==> config.mk <==
export PLATFORM = sky130hd
export DESIGN_NAME = inst_queue_flat
export DESIGN_NICKNAME = d
export VERILOG_FILES = /design/src/rtl/inst_queue_if.sv /design/src/rtl/inst_queue.sv /design/src/flat_wrapper.sv
export SDC_FILE = /design/constraint.sdc
export NUM_CORES = 1
export LEC_CHECK = 0
export ABC_CLOCK_PERIOD_IN_PS = 7800
export CORE_ASPECT_RATIO = 1.1
export CORE_MARGIN = 4
export CORE_UTILIZATION = 61
export DETAILED_ROUTE_END_ITERATION = 8
export GPL_ROUTABILITY_DRIVEN = 1
export PLACE_DENSITY = 0.9
export SLEW_MARGIN = 10
export SYNTH_ARGS = -nofsm -noshare
export SYNTH_HDL_FRONTEND = slang
export SYNTH_SLANG_ARGS = --single-unit
==> constraint.sdc <==
create_clock -name clk -period 7.8 [get_ports clk]
set_input_delay 0.78 -clock clk [delete_from_list [all_inputs] [get_ports clk]]
set_output_delay 0.78 -clock clk [all_outputs]
set_load 0.01 [all_outputs]
==> src/rtl/inst_queue_if.sv <==
// rtl/inst_queue_if.sv - packet type and fetch/decode handshake bundle for inst_queue
// A zero packet has inst.i_valid = 0 and reads as a decode bubble.
package inst_queue_pkg;
   typedef struct packed {
      logic        i_valid;
      logic [31:0] i_inst;
   } inst_t;

   typedef struct packed {
      inst_t       inst;
      logic [5:0]  i_order;
      logic [31:0] i_pc;
      logic [31:0] i_pc_next;
      logic        br_pred;
      logic [7:0]  ghr;
   } iq_entry;
endpackage

interface inst_queue_if #(parameter int DEPTH = 16);
   import inst_queue_pkg::*;

   logic                     flush;
   logic                     enq;
   iq_entry                  enq_data;
   logic                     full;
   logic                     deq;
   iq_entry                  deq_data;
   logic                     empty;
   logic [$clog2(DEPTH):0]   count;

   modport master (
      output flush, enq, enq_data, deq,
      input  full, deq_data, empty, count
   );

   modport slave (
      input  flush, enq, enq_data, deq,
      output full, deq_data, empty, count
   );
endinterface

==> src/rtl/inst_queue.sv <==
// rtl/inst_queue.sv - circular fetch-to-decode instruction FIFO with single-cycle flush
// Optional same-cycle empty-queue bypass enabled by defining INST_QUEUE_BYPASS_EN.
module inst_queue #(
   parameter int DEPTH = 16
) (
   input  logic          clk,
   input  logic          rst,
   inst_queue_if.slave   q
);
   import inst_queue_pkg::*;

   localparam int AW = $clog2(DEPTH);
   localparam int CW = AW + 1;

   iq_entry        mem [DEPTH];
   logic [AW-1:0]  head;
   logic [AW-1:0]  tail;
   logic [CW-1:0]  cnt;

   logic full;
   logic empty;
   logic enq_ok;
   logic deq_ok;
   logic bypass;
   logic consume_direct;
   logic wr_en;

   assign full  = (cnt == CW'(DEPTH));
   assign empty = (cnt == '0);

   assign q.full  = full;
   assign q.empty = empty;
   assign q.count = cnt;

`ifdef INST_QUEUE_BYPASS_EN
   assign bypass = empty && q.enq && !q.flush;
`else
   assign bypass = 1'b0;
`endif

   // A bypassed packet taken by decode in the same cycle never touches storage.
   assign consume_direct = bypass && q.deq;
   assign enq_ok         = q.enq && !full;
   assign deq_ok         = q.deq && !empty;
   assign wr_en          = enq_ok && !consume_direct;

   always_ff @(posedge clk) begin
      if (rst) begin
         head <= '0;
         tail <= '0;
         cnt  <= '0;
      end else if (q.flush) begin
         head <= '0;
         tail <= '0;
         cnt  <= '0;
      end else begin
         if (wr_en) begin
            tail <= tail + AW'(1);
         end
         if (deq_ok) begin
            head <= head + AW'(1);
         end
         case ({wr_en, deq_ok})
            2'b10:   cnt <= cnt + CW'(1);
            2'b01:   cnt <= cnt - CW'(1);
            default: cnt <= cnt;
         endcase
      end
   end

   // Storage is deliberately not cleared by reset or flush; the pointers alone define validity.
   always_ff @(posedge clk) begin
      if (!rst && !q.flush && wr_en) begin
         mem[tail] <= q.enq_data;
      end
   end

   always_comb begin
      q.deq_data = '0;
      if (bypass) begin
         q.deq_data = q.enq_data;
      end else if (!empty) begin
         q.deq_data = mem[head];
      end
   end
endmodule

==> src/flat_wrapper.sv <==
// flat-port wrapper written by rule: the top's interface ports become plain ports
module inst_queue_flat import inst_queue_pkg::*;
#(
   parameter int DEPTH = 16
)
  (clk, rst, q_flush, q_enq, q_enq_data, q_deq, q_full, q_deq_data, q_empty, q_count);
  inst_queue_if #(.DEPTH(DEPTH)) q_i ();
  input  logic clk;
  input  logic rst;
  input wire logic [$bits(q_i.flush)-1:0] q_flush;
  input wire logic [$bits(q_i.enq)-1:0] q_enq;
  input wire logic [$bits(q_i.enq_data)-1:0] q_enq_data;
  input wire logic [$bits(q_i.deq)-1:0] q_deq;
  output wire logic [$bits(q_i.full)-1:0] q_full;
  output wire logic [$bits(q_i.deq_data)-1:0] q_deq_data;
  output wire logic [$bits(q_i.empty)-1:0] q_empty;
  output wire logic [$bits(q_i.count)-1:0] q_count;
  assign q_i.flush = q_flush;
  assign q_i.enq = q_enq;
  assign q_i.enq_data = q_enq_data;
  assign q_i.deq = q_deq;
  assign q_full = q_i.full;
  assign q_deq_data = q_i.deq_data;
  assign q_empty = q_i.empty;
  assign q_count = q_i.count;
  inst_queue #(.DEPTH(DEPTH)) u_core (.clk(clk), .rst(rst), .q(q_i));
endmodule
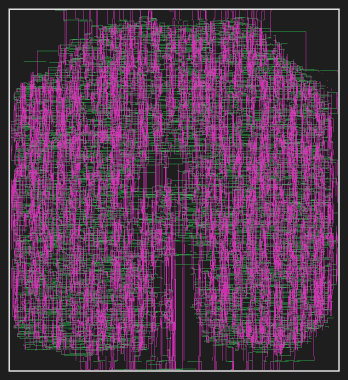
**Above:** run 1 (metal layers overlaid).
Drawn at 1 px/µm. Only two layers are drawn.
[magenta] M2 | wire length: 89.0 mm
[green] M1 | wire length: 57.9 mm

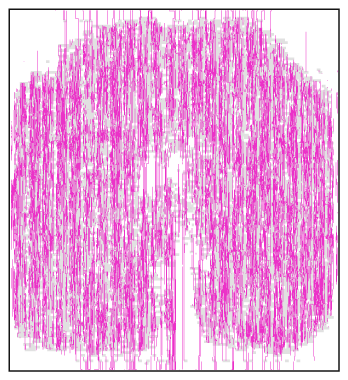
**Above:** run 1 (signal wires on met2).
Drawn at 1 px/µm.
wire length on this layer: 89.0 mm
main direction: vertical

==> notes.md, run 1 <==
yosys + openroad results -> run status completed, Syn-to-layout area delta 14.0%, critical path class reg2out, commonest non-fill, non-tap cells in the layout edfxtp_1, mux4_2, clkdlybuf4s50_1, clkbuf_16, pre-CTS setup slack about 3.1 ns, crit-path cells buf_12, mux4_2, nor2b_1, a221o_1, clkdlybuf4s50_1, Tcrit/Tclk final roughly two thirds, I/O pin cnt 236, Fmax 197 MHz, Worst-Skew Late Latency 0.78 ns, max FFs per register 1792, mux share 16.5%, Die Size 118000 µm², Post-Syn Instances about 2900, Simple Share, Synth 1.45%, #FFs+latches synth 1809, final instance area just under 80000 µm², Post-Syn Nets 2980, Total Wirelength 170000 µm, area share, top type 78.2%, worst path buffer plus inverter count 2, CP delay by family, top buffers and inverters, DRT Pass-1 Iters 5, relative slew slack about a quarter, clk sinks roughly 1800, Slew @ Worst Pin 1.13 ns, synthesis area per yosys between 60000 and 70000 µm², Seq/Total Area, Yosys between 70% and 80%, GR Layer Usage met3 6.45%, Tot GR Track Use 29.1%, Max Cap Violations 0, mean post-synth cell area roughly 24 µm², CP max-delay cell dfxtp_4, M2 GR Usage 49.1%, Clk pin slew, worst setup/hold paths around 0.06 ns, Critical Path RT roughly 7 ns, vias per std cell roughly 6.9, Hold-fix buffers, CTS 0, # DRC 0, hold crit path type reg2reg, DR vias 33200, Clock Root Buffer clkbuf_16, Post-synth top cells edfxtp_1, mux4_2, a221o_1, mux2_2, nor2b_1, final core utilization 70.5%, Post-DP HPWL around 78000 µm, leakage 0.0237 µW, met3 wire len between 15000 and 20000 µm, dpl cells approximately 4500, count of cell types in the netlist 37, final setup TNS 0 ns, largest net degree at the start of global routing ~150, Area after DPL 72900 µm², die width 328 µm, Peak VDD IR around 0.23 mV, Final Power 19600 µW, proportion of layout cells with a drive suffix above 1 26.9%, Post-CTS Setup Bufs 0, die height 360 µm, max incr delay on CP just over 0.9 ns, routed length on met2 around 89000 µm, area leader, netlist edfxtp_1, Syn. warnings 0, gr ovfl total 0, Final Setup Violations 0, wl on met1 slightly below 60000 µm, hold slack final 0.501 ns, # nets final 3290, largest cells by area after synthesis edfxtp_1, mux4_2, mux2_2, a221o_1, nor2b_1, total CTS buffers 167, synthesized area a little under 70000 µm², Iteration-0 DRC Markers 4375, final slew viol count 0
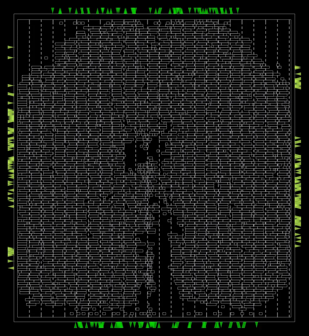
**Above:** run 1 (cell placement).
# fillers: 6010
Non-Filler Instances: 4812
FP Rows: 128
# Taps: 1495
core area: 111000 µm²

==> run 1: cell type report <==
type	count	area (µm²)	area share, %
Multi-Input combinational cell	882	13900	17.8
Sequential cell	1809	54200	69.0
Antenna cell	15	37.5	0.0478
Clock inverter	102	1110	1.42
Tap cell	1495	1870	2.38
Inverter	8	30.0	0.0383
Clock buffer	206	4430	5.65
Timing Repair Buffer	295	2900	3.70
==> run 1: power breakdown <==
group          internal (µW)  switching (µW)
clock                   4700            3580
combinational            253             345
sequential             10700            13.9
total                  15700            3940
==> run 1: path summary, 6_finish.rpt <==
kind,cells after the start,endpoint,startpoint,slack (ns)
hold / removal,2,flop,u_core.head[3],0.50
setup / recovery,5,q_deq_data[39],flop,2.72
setup reg to reg,5,u_core.mem[4][99],u_core.q.count[4],4.13
hold reg to reg,2,flop,u_core.head[3],0.50
==> run 1 -> run 2 <==
--- a/config.mk
+++ b/config.mk
@@ -5,13 +5,13 @@
 export SDC_FILE = /design/constraint.sdc
 export NUM_CORES = 1
 export LEC_CHECK = 0
-export ABC_CLOCK_PERIOD_IN_PS = 7800
+export ABC_CLOCK_PERIOD_IN_PS = 4500
 export CORE_ASPECT_RATIO = 1.1
 export CORE_MARGIN = 4
-export CORE_UTILIZATION = 61
+export CORE_UTILIZATION = 55
 export DETAILED_ROUTE_END_ITERATION = 8
 export GPL_ROUTABILITY_DRIVEN = 1
-export PLACE_DENSITY = 0.9
+export PLACE_DENSITY = 0.87
 export SLEW_MARGIN = 10
 export SYNTH_ARGS = -nofsm -noshare
 export SYNTH_HDL_FRONTEND = slang
==> constraint.sdc (replaced) <==
create_clock -name clk -period 4.5 [get_ports clk]
set_input_delay 0.45 -clock clk [delete_from_list [all_inputs] [get_ports clk]]
set_output_delay 0.45 -clock clk [all_outputs]
set_load 0.01 [all_outputs]
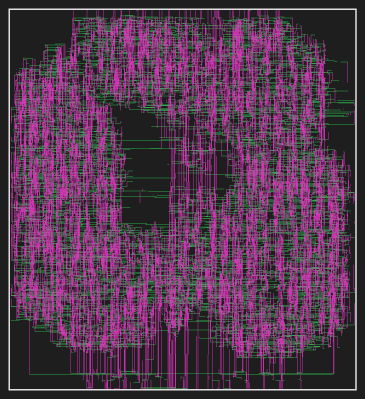
**Above:** run 2 (metal layers overlaid).
Drawn at 1 px/µm. Only two layers are drawn.
[magenta] M2 | wire length: 87.3 mm
[green] M1 | wire length: 59.3 mm
DR WL/cell: 33.6 µm
DR vias: 33000
Tot GR Track Use: 25.7%

==> notes.md, run 2 <==
yosys + openroad results -> area share, top type 78.2%, number of enable flip-flop cells 1792, FP Rows ~140, max FFs per register 1792, # fillers 7562, dpl cells 4677, CLK BUF 218, clk pwr 14200 µW, hold slack final 0.456 ns, critical path class reg2out, synthesized area 68800 µm², DRT Pass-1 Iters 5, run status completed, Tcrit/Tclk final a little over nine tenths, Max Root-Sink Buffers 3, Seq/Total Area, Yosys 78.7%, die width 345 µm, Hold Path Origin q_enq, Post-DP HPWL 86200 µm, Die Size around 130000 µm², count of cell types in the netlist 37, Largest cell class sequential cells, core area 124000 µm², Reg power frac 55.0%, vias in the first global route about 35000, wl on met1 59300 µm, largest net degree at the start of global routing 94, Multi-input comb cells 883, final setup TNS 0 ns, worst reg2reg path depth 10, clk sinks 1809, reg-to-reg endpoint u_core.q.count[4], die height around 380 µm, crit path launch type flop, # Taps 1644, # nets final 3336, hold depth 4, Clk pwr share 41.9%, leading cell type by number of instances after synthesis edfxtp_1, final instance area 79600 µm², Clk pin slew, worst setup/hold paths 0.06 ns, Final Setup Violations 0, Simple Share, Synth 1.45%, largest cells by area after synthesis edfxtp_1, mux4_2, mux2_2, a221o_1, nor2b_1, area leader, netlist edfxtp_1, sequential cell area 54200 µm², M2 GR Usage between 40% and 50%, Post-Syn Instances between 2000 and 3000, worst reg-to-reg setup slack 1.47 ns, Post-synth top cells edfxtp_1, mux4_2, a221o_1, mux2_2, nor2b_1, GR Layer Usage met3 5.04%, combinational share of cell area 17.5%, proportion of layout cells with a drive suffix above 1 27.5%, Max Cap Violations 0, mux share between 10% and 20%, Non-Filler Instances 5004, vias per std cell 6.59, gr ovfl total 0, Critical Path RT 4.05 ns, Clock Root Buffer clkbuf_16, Worst-Skew Late Latency 0.77 ns, Area after DPL 74100 µm², sw power between 6000 and 7000 µW, hold crit path type in2reg, Post-Syn Nets 2980, Gate power share 3.1%, H-tree depth 4, clock-cell share of area under 10%, Fmax 234 MHz, Adder Share, Synth 0.193%, met3 wire len roughly 16000 µm, registers 1809, CTS resizes 1, #FFs+latches synth ~1800, RR Startpoint u_core.q.count[3], Seq. pwr between 15000 and 20000 µW, end of the worst hold path u_core.tail[3], inverters 8, relative slew slack 30.4%, Cell Int Power 27000 µW, total CTS buffers roughly 170, Post-CTS Setup Bufs 0, CTS tree built, Total Wirelength 168000 µm, combinational logic power 1050 µW, final slew viol count 0, Iteration-0 DRC Markers 4159, mean post-synth cell area around 24 µm², I/O pin cnt 236, Switching Fraction 20.1%, Commonest Layout Cell edfxtp_1, Peak VDD IR ~0.37 mV, flop share of the area about two thirds, Gate Area 13900 µm², final core utilization 64.4%, Max power group registers, Hold-fix buffers, CTS 0, first-pass GRT wire length 243000 µm, Diodes inserted 9, commonest non-fill, non-tap cells in the layout edfxtp_1, mux4_2, clkdlybuf4s50_1, clkbuf_16, # DRC 0, Syn-to-layout area delta 15.6%, Syn. warnings 0, final critical-path required period ~4.3 ns, Slew @ Worst Pin ~1.0 ns, routed length on met2 slightly below 90000 µm, Final Power roughly 34000 µW, synthesis area per yosys between 60000 and 70000 µm², Signal buf overhead 4.87%, leakage 0.0240 µW, Signal buffers between 300 and 400, pre-CTS setup slack ~0.85 ns
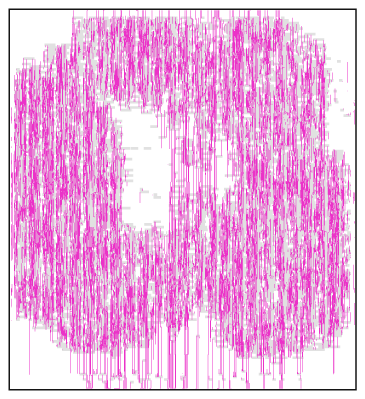
**Above:** run 2 (signal wires on met2).
Drawn at 1 px/µm.
share of all routed wire: 52%
main direction: vertical

run 2: critical path, stage by stage, from the launching register on:
cell,delay [ns]
dfxtp_1,0.61
nor2_8,0.15
nor2_4,0.55
buf_4,0.71
a221o_1,0.42
clkdlybuf4s50_1,0.60
run 2: how the worst max path moves through the flow:
stage	cells after the start	startpoint	slack [ns]	end
2_1_floorplan	5	u_core.q.count[0]	-1.85	u_core.mem[4][0]
3_3_place_gp	6	u_core.q.count[0]	0.94	q_deq_data[99]
3_5_place_dp	6	u_core.q.count[0]	0.85	q_deq_data[99]
4_1_cts	6	u_core.q.count[0]	-0.005	q_deq_data[99]
5_1_grt	5	u_core.q.count[4]	0.13	q_deq_data[6]
6_report	5	u_core.q.count[4]	0.22	q_deq_data[6]
Power and IR drop assume default switching activity.
